**Selected gate families**

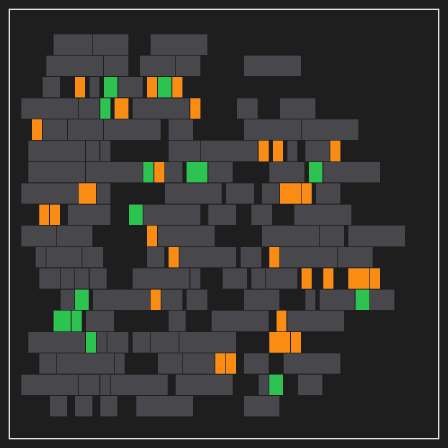
**Sequential cells coloured by netlist name**

Scale bar: 20 um. Other sequential cells in the stronger grey, the rest of the logic in the fainter grey.
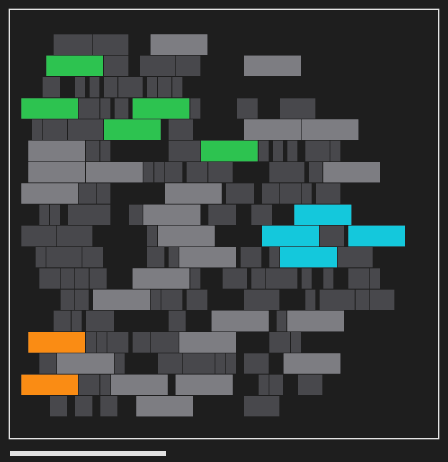
**Routed metal, one colour a layer**

Scale bar: 20 um. Only two layers are drawn.
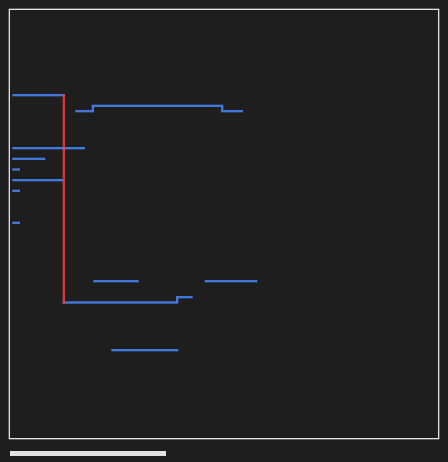
**Placed cells, one colour a class**

Scale bar: 20 um.
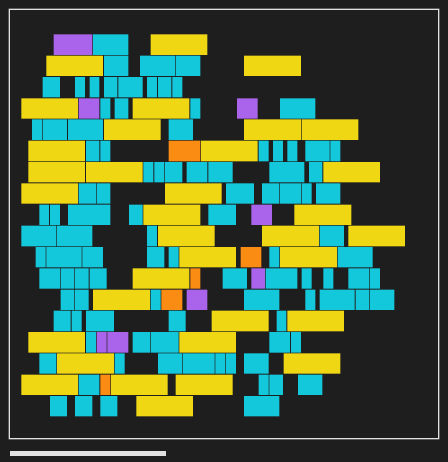
**Congestion heat map**

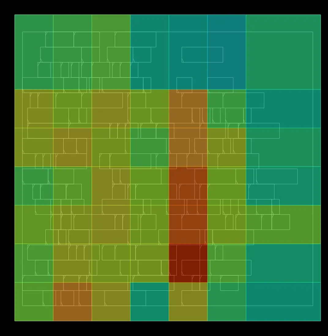
--- src/rtl/qsd_pkg.sv ---
// Shared constants and Gray-step classification
// for the quadrature step decoder.
package qsd_pkg;

   localparam int QSD_FILT_LEN = 3;

   localparam logic [1:0] QS_00 = 2'b00;
   localparam logic [1:0] QS_10 = 2'b10;
   localparam logic [1:0] QS_11 = 2'b11;
   localparam logic [1:0] QS_01 = 2'b01;

   typedef enum logic [1:0] {
      STEP_NONE,
      STEP_UP,
      STEP_DOWN,
      STEP_ILLEGAL
   } step_t;

   // States written as {A,B}; forward order is 00,10,11,01.
   function automatic step_t qsd_step(
      input logic [1:0] prev,
      input logic [1:0] cur
   );
      step_t s;
      s = STEP_NONE;
      if (prev == cur) begin
         s = STEP_NONE;
      end else if ((prev ^ cur) == 2'b11) begin
         s = STEP_ILLEGAL;
      end else begin
         unique case (prev)
            QS_00: s = (cur == QS_10) ? STEP_UP : STEP_DOWN;
            QS_10: s = (cur == QS_11) ? STEP_UP : STEP_DOWN;
            QS_11: s = (cur == QS_01) ? STEP_UP : STEP_DOWN;
            QS_01: s = (cur == QS_00) ? STEP_UP : STEP_DOWN;
            default: s = STEP_NONE;
         endcase
      end
      return s;
   endfunction

endpackage

--- src/rtl/qsd_sync_filter.sv ---
// Two-flop synchroniser followed by a
// consecutive-mismatch glitch filter for one bit.
module qsd_sync_filter
   import qsd_pkg::*;
#(
   parameter int FILT_LEN = QSD_FILT_LEN
) (
   input  logic clk,
   input  logic rst,
   input  logic din,
   output logic filt
);

   logic       sync1;
   logic       sync2;
   logic [3:0] cnt;

   always_ff @(posedge clk) begin
      if (!rst) begin
         sync1 <= 1'b0;
         sync2 <= 1'b0;
         filt  <= 1'b0;
         cnt   <= 4'd0;
      end else begin
         sync1 <= din;
         sync2 <= sync1;
         if (sync2 == filt) begin
            cnt <= 4'd0;
         end else if (cnt == 4'(FILT_LEN - 1)) begin
            filt <= sync2;
            cnt  <= 4'd0;
         end else begin
            cnt <= cnt + 4'd1;
         end
      end
   end

endmodule

--- src/rtl/quad_step_decoder.sv ---
// Quadrature/index front-end producing registered
// count, load, direction and error outputs.
module quad_step_decoder
   import qsd_pkg::*;
#(
   parameter int FILT_LEN = QSD_FILT_LEN
) (
   input  logic clk,
   input  logic rst,
   input  logic a_in,
   input  logic b_in,
   input  logic idx_in,
   input  logic idx_en,
   input  logic err_clr,
   output logic countup,
   output logic countdown,
   output logic load,
   output logic dir,
   output logic err
);

   localparam int PRIME = FILT_LEN + 3;

   logic       filt_a;
   logic       filt_b;
   logic       filt_i;
   logic [1:0] prev;
   logic [1:0] cur;
   logic       idx_prev;
   logic [4:0] prime_cnt;
   logic       primed;
   step_t      step;

   logic up_n;
   logic dn_n;
   logic ld_n;
   logic dir_n;
   logic err_n;

   qsd_sync_filter #(.FILT_LEN(FILT_LEN)) u_fa (
      .clk  (clk),
      .rst  (rst),
      .din  (a_in),
      .filt (filt_a)
   );

   qsd_sync_filter #(.FILT_LEN(FILT_LEN)) u_fb (
      .clk  (clk),
      .rst  (rst),
      .din  (b_in),
      .filt (filt_b)
   );

   qsd_sync_filter #(.FILT_LEN(FILT_LEN)) u_fi (
      .clk  (clk),
      .rst  (rst),
      .din  (idx_in),
      .filt (filt_i)
   );

   assign cur    = {filt_a, filt_b};
   assign primed = (prime_cnt == 5'(PRIME));
   assign step   = qsd_step(prev, cur);

   // Index wins over a coincident step; dir/err still track it.
   always_comb begin
      up_n  = 1'b0;
      dn_n  = 1'b0;
      ld_n  = 1'b0;
      dir_n = dir;
      err_n = err;
      if (err_clr) begin
         err_n = 1'b0;
      end
      if (primed) begin
         ld_n = idx_en & filt_i & ~idx_prev;
         unique case (step)
            STEP_UP: begin
               up_n  = ~ld_n;
               dir_n = 1'b1;
            end
            STEP_DOWN: begin
               dn_n  = ~ld_n;
               dir_n = 1'b0;
            end
            STEP_ILLEGAL: err_n = 1'b1;
            default: ;
         endcase
      end
   end

   always_ff @(posedge clk) begin
      if (!rst) begin
         prev      <= QS_00;
         idx_prev  <= 1'b0;
         prime_cnt <= 5'd0;
         countup   <= 1'b0;
         countdown <= 1'b0;
         load      <= 1'b0;
         dir       <= 1'b0;
         err       <= 1'b0;
      end else begin
         prev     <= cur;
         idx_prev <= filt_i;
         if (!primed) begin
            prime_cnt <= prime_cnt + 5'd1;
         end
         countup   <= up_n;
         countdown <= dn_n;
         load      <= ld_n;
         dir       <= dir_n;
         err       <= err_n;
      end
   end

endmodule

--- config.mk ---
export PLATFORM = sky130hd
export DESIGN_NAME = quad_step_decoder
export DESIGN_NICKNAME = d
export VERILOG_FILES = /design/src/rtl/qsd_pkg.sv /design/src/rtl/qsd_sync_filter.sv /design/src/rtl/quad_step_decoder.sv
export SDC_FILE = /design/constraint.sdc
export NUM_CORES = 1
export LEC_CHECK = 0
export ABC_CLOCK_PERIOD_IN_PS = 2100
export CORE_UTILIZATION = 50
export DETAILED_ROUTE_END_ITERATION = 12
export DONT_BUFFER_PORTS = 1
export GPL_TIMING_DRIVEN = 0
export PLACE_DENSITY = 0.74
export SETUP_SLACK_MARGIN = 0.15
export SLEW_MARGIN = 10
export SYNTH_ARGS = -nofsm -noshare
export SYNTH_HDL_FRONTEND = slang
export SYNTH_SLANG_ARGS = --single-unit
--- constraint.sdc ---
create_clock -name clk -period 2.1 [get_ports clk]
set_clock_uncertainty 0.05 [all_clocks]
set_input_delay 0.315 -clock clk [delete_from_list [all_inputs] [get_ports clk]]
set_output_delay 0.315 -clock clk [all_outputs]
set_load 0.01 [all_outputs]
==> Flow_metrics.wiki <==
== Flow metrics ==
{| class="wikitable"
! Metric !! Value
|-
| Top cells by count, synth || dfxtp_1 (34), nor2_1 (23), ha_1 (11)
|-
| Cell type with the largest total area || dfxtp_1
|-
| Run status || finished clean
|-
| Worst Path Max Fanout || 9
|-
| Power consumed by sequential cells || 668 uW
|-
| Number of warnings in the stage logs || 32
|-
| TritonCTS clock tree || yes
|-
| RSZ-0062 raised after global routing || false
|-
| Critical path, cell by cell || buf_4 -> o211ai_1 -> o21ai_0 -> ha_1 -> a21oi_1 -> a311oi_2
|-
| Area of the multi-input gates || 651 um2
|-
| Top power group || registers
|-
| Vias in the first global route || 826
|-
| Number of flip-flops and latches || 34
|-
| Relative area change from synthesis to final layout || 7.01%
|-
| Power density over the cells || 722 nW/um2
|-
| Maximum vdd ir drop || 0.000599 V
|-
| First DRT Iteration DRCs || 10
|-
| Count of library flops with an enable pin || 0
|-
| Number of vias in the routed layout || 912
|-
| Final nets || 164
|-
| Clk Tree Root Cell || clkbuf_4
|-
| Hold slack || 0.0600 ns
|-
| Portion of the clock cycle consumed by the worst path in the final layout || 78.8%
|-
| Fraction of area in registers || 45.7%
|-
| Post-Route Setup TNS || 0 ns
|-
| Vertical extent of the die || 54.8 um
|-
| Minimum clock period after layout || 1.65 ns
|-
| Number of distinct library cells after synthesis || 28
|-
| Register area share after synthesis || 48.9%
|-
| Crit path max-delay family || AND-OR/OR-AND gates
|-
| Placed cell count || 169
|-
| Fraction of the mapped netlist area in simple logic gates || 20.7%
|-
| Xor and xnor area share after synthesis || 8.18%
|-
| Int Pwr || 839 uW
|-
| Resized Gates After CTS || 0
|-
| Highest cell delay on the worst timing path || 0.34 ns
|-
| Post-synth ARST share || 0%
|-
| Post-Syn Instances || 139
|-
| Comb/total area || 43.7%
|-
| First-pass DRT Iterations || 4
|-
| Buf+Inv Stages, Crit Path || 1
|-
| Half-perimeter wire length of the detailed placement result || 1550 um
|-
| Max-capacitance violation count || 0
|-
| R2R setup slack || 0.45 ns
|-
| Sum of overflow across all layers after global routing || 0
|-
| Number of top-level design ports || 12
|-
| Fp_density || 54.7%
|-
| Cell leakage power || 0.000573 uW
|-
| Most common flop cell mapped by yosys || dfxtp_1
|-
| Mux cell area share || 2.88%
|-
| Category of the critical setup timing path || register to register
|-
| All-layer global routing usage || 17.5%
|-
| Fraction of power spent switching nets || 21.9%
|-
| Chip area || 3000 um2
|-
| Clk sink count || 34
|-
| Register containing the most flip-flops in the final layout || prime_cnt
|-
| Largest non-sequential cell family by area || simple AND/OR/NAND/NOR gates
|-
| Adder-Cell Fraction of Synth Area || 9.89%
|-
| Final-report hold violation count || 0
|-
| Yosys-reported design area after synthesis || 1390 um2
|-
| Non-clock buffer share of cell area || 2.27%
|-
| Global routing's busiest layer || met2
|-
| Pin count of the biggest net entering global routing || 11
|-
| Headroom to the max-slew limit || 68.9%
|-
| Non-filler instance count after layout || 177
|-
| Post-Place Cell Area || 1430 um2
|-
| Number of port buffers || 0
|-
| Average footprint of a synthesized cell || 10.0 um2
|-
| Die W || 54.8 um
|-
| Routability-driven placement congestion ratio || 0.667
|-
| Average via count per standard cell || 5.15
|-
| Inverters excl. clock || 7
|-
| Critical R2R Launch || u_fb.filt
|-
| Cts bufs inserted || 5
|-
| Crit path capture type || register
|-
| Clock network area share || 4.03%
|}
About 'selected gate families':
legend:
  nor cells:
    colour: orange
    cells: 28
  nand cells:
    colour: green
    cells: 13

About 'sequential cells coloured by netlist name':
legend:
  `prime_cnt`:
    colour: green
    sequential_cells: 5
  `prev`:
    colour: orange
    sequential_cells: 2
  `u_fa.cnt`:
    colour: cyan
    sequential_cells: 4
not coloured: 23

About 'routed metal, one colour a layer':
legend:
  M3:
    colour: blue
    wire_length: 87.4 um
  M4:
    colour: red
    wire_length: 26.5 um

About 'placed cells, one colour a class':
legend:
  registers:
    colour: yellow
    cells: 34
  remaining buffers and delay cells:
    colour: orange
    cells: 5
  clock drivers and dummy loads:
    colour: purple
    cells: 8
  remaining logic cells:
    colour: cyan
    cells: 100
core footprint: 2540 um2
final core utilization: 58.5%
row cnt: 18
final std cell area, no fill: 1490 um2

About 'congestion heat map':
drt wl/cell: 11.6 um
met1 GRT Util: 19.4%
met2 track demand over resource: 26.1%

-- stage by stage --
| step | setup WS, ns | power (uW) | utilization (%) |
|---|---|---|---|
| after floorplan | 0.614 | 714 | - |
| after global placement | 0.543 | 721 | 56.1 |
| after CTS | 0.453 | 1090 | 58.5 |
| after global routing | 0.308 | 1130 | 58.5 |
| after detailed placement | 0.467 | 724 | 56.1 |
| final | 0.446 | 1080 | 58.5 |
-- path summary, 6_finish.rpt --
check | cells past startpoint | end
hold / removal | 1 | u_fi.sync1
setup reg to reg | 6 | dir
setup / recovery | 6 | dir
hold reg to reg | 1 | u_fi.sync2
-- routing by layer --
layer  vias up  wire, um  part of all wire, %
met3         2        87                  4.2
met1       431       958                   47
met4         0        26                  1.3
met2        15       976                   48
li1        464         -                    -
met5         -         0                    0
No activity file was given, so power comes from the tool's default toggle rates.
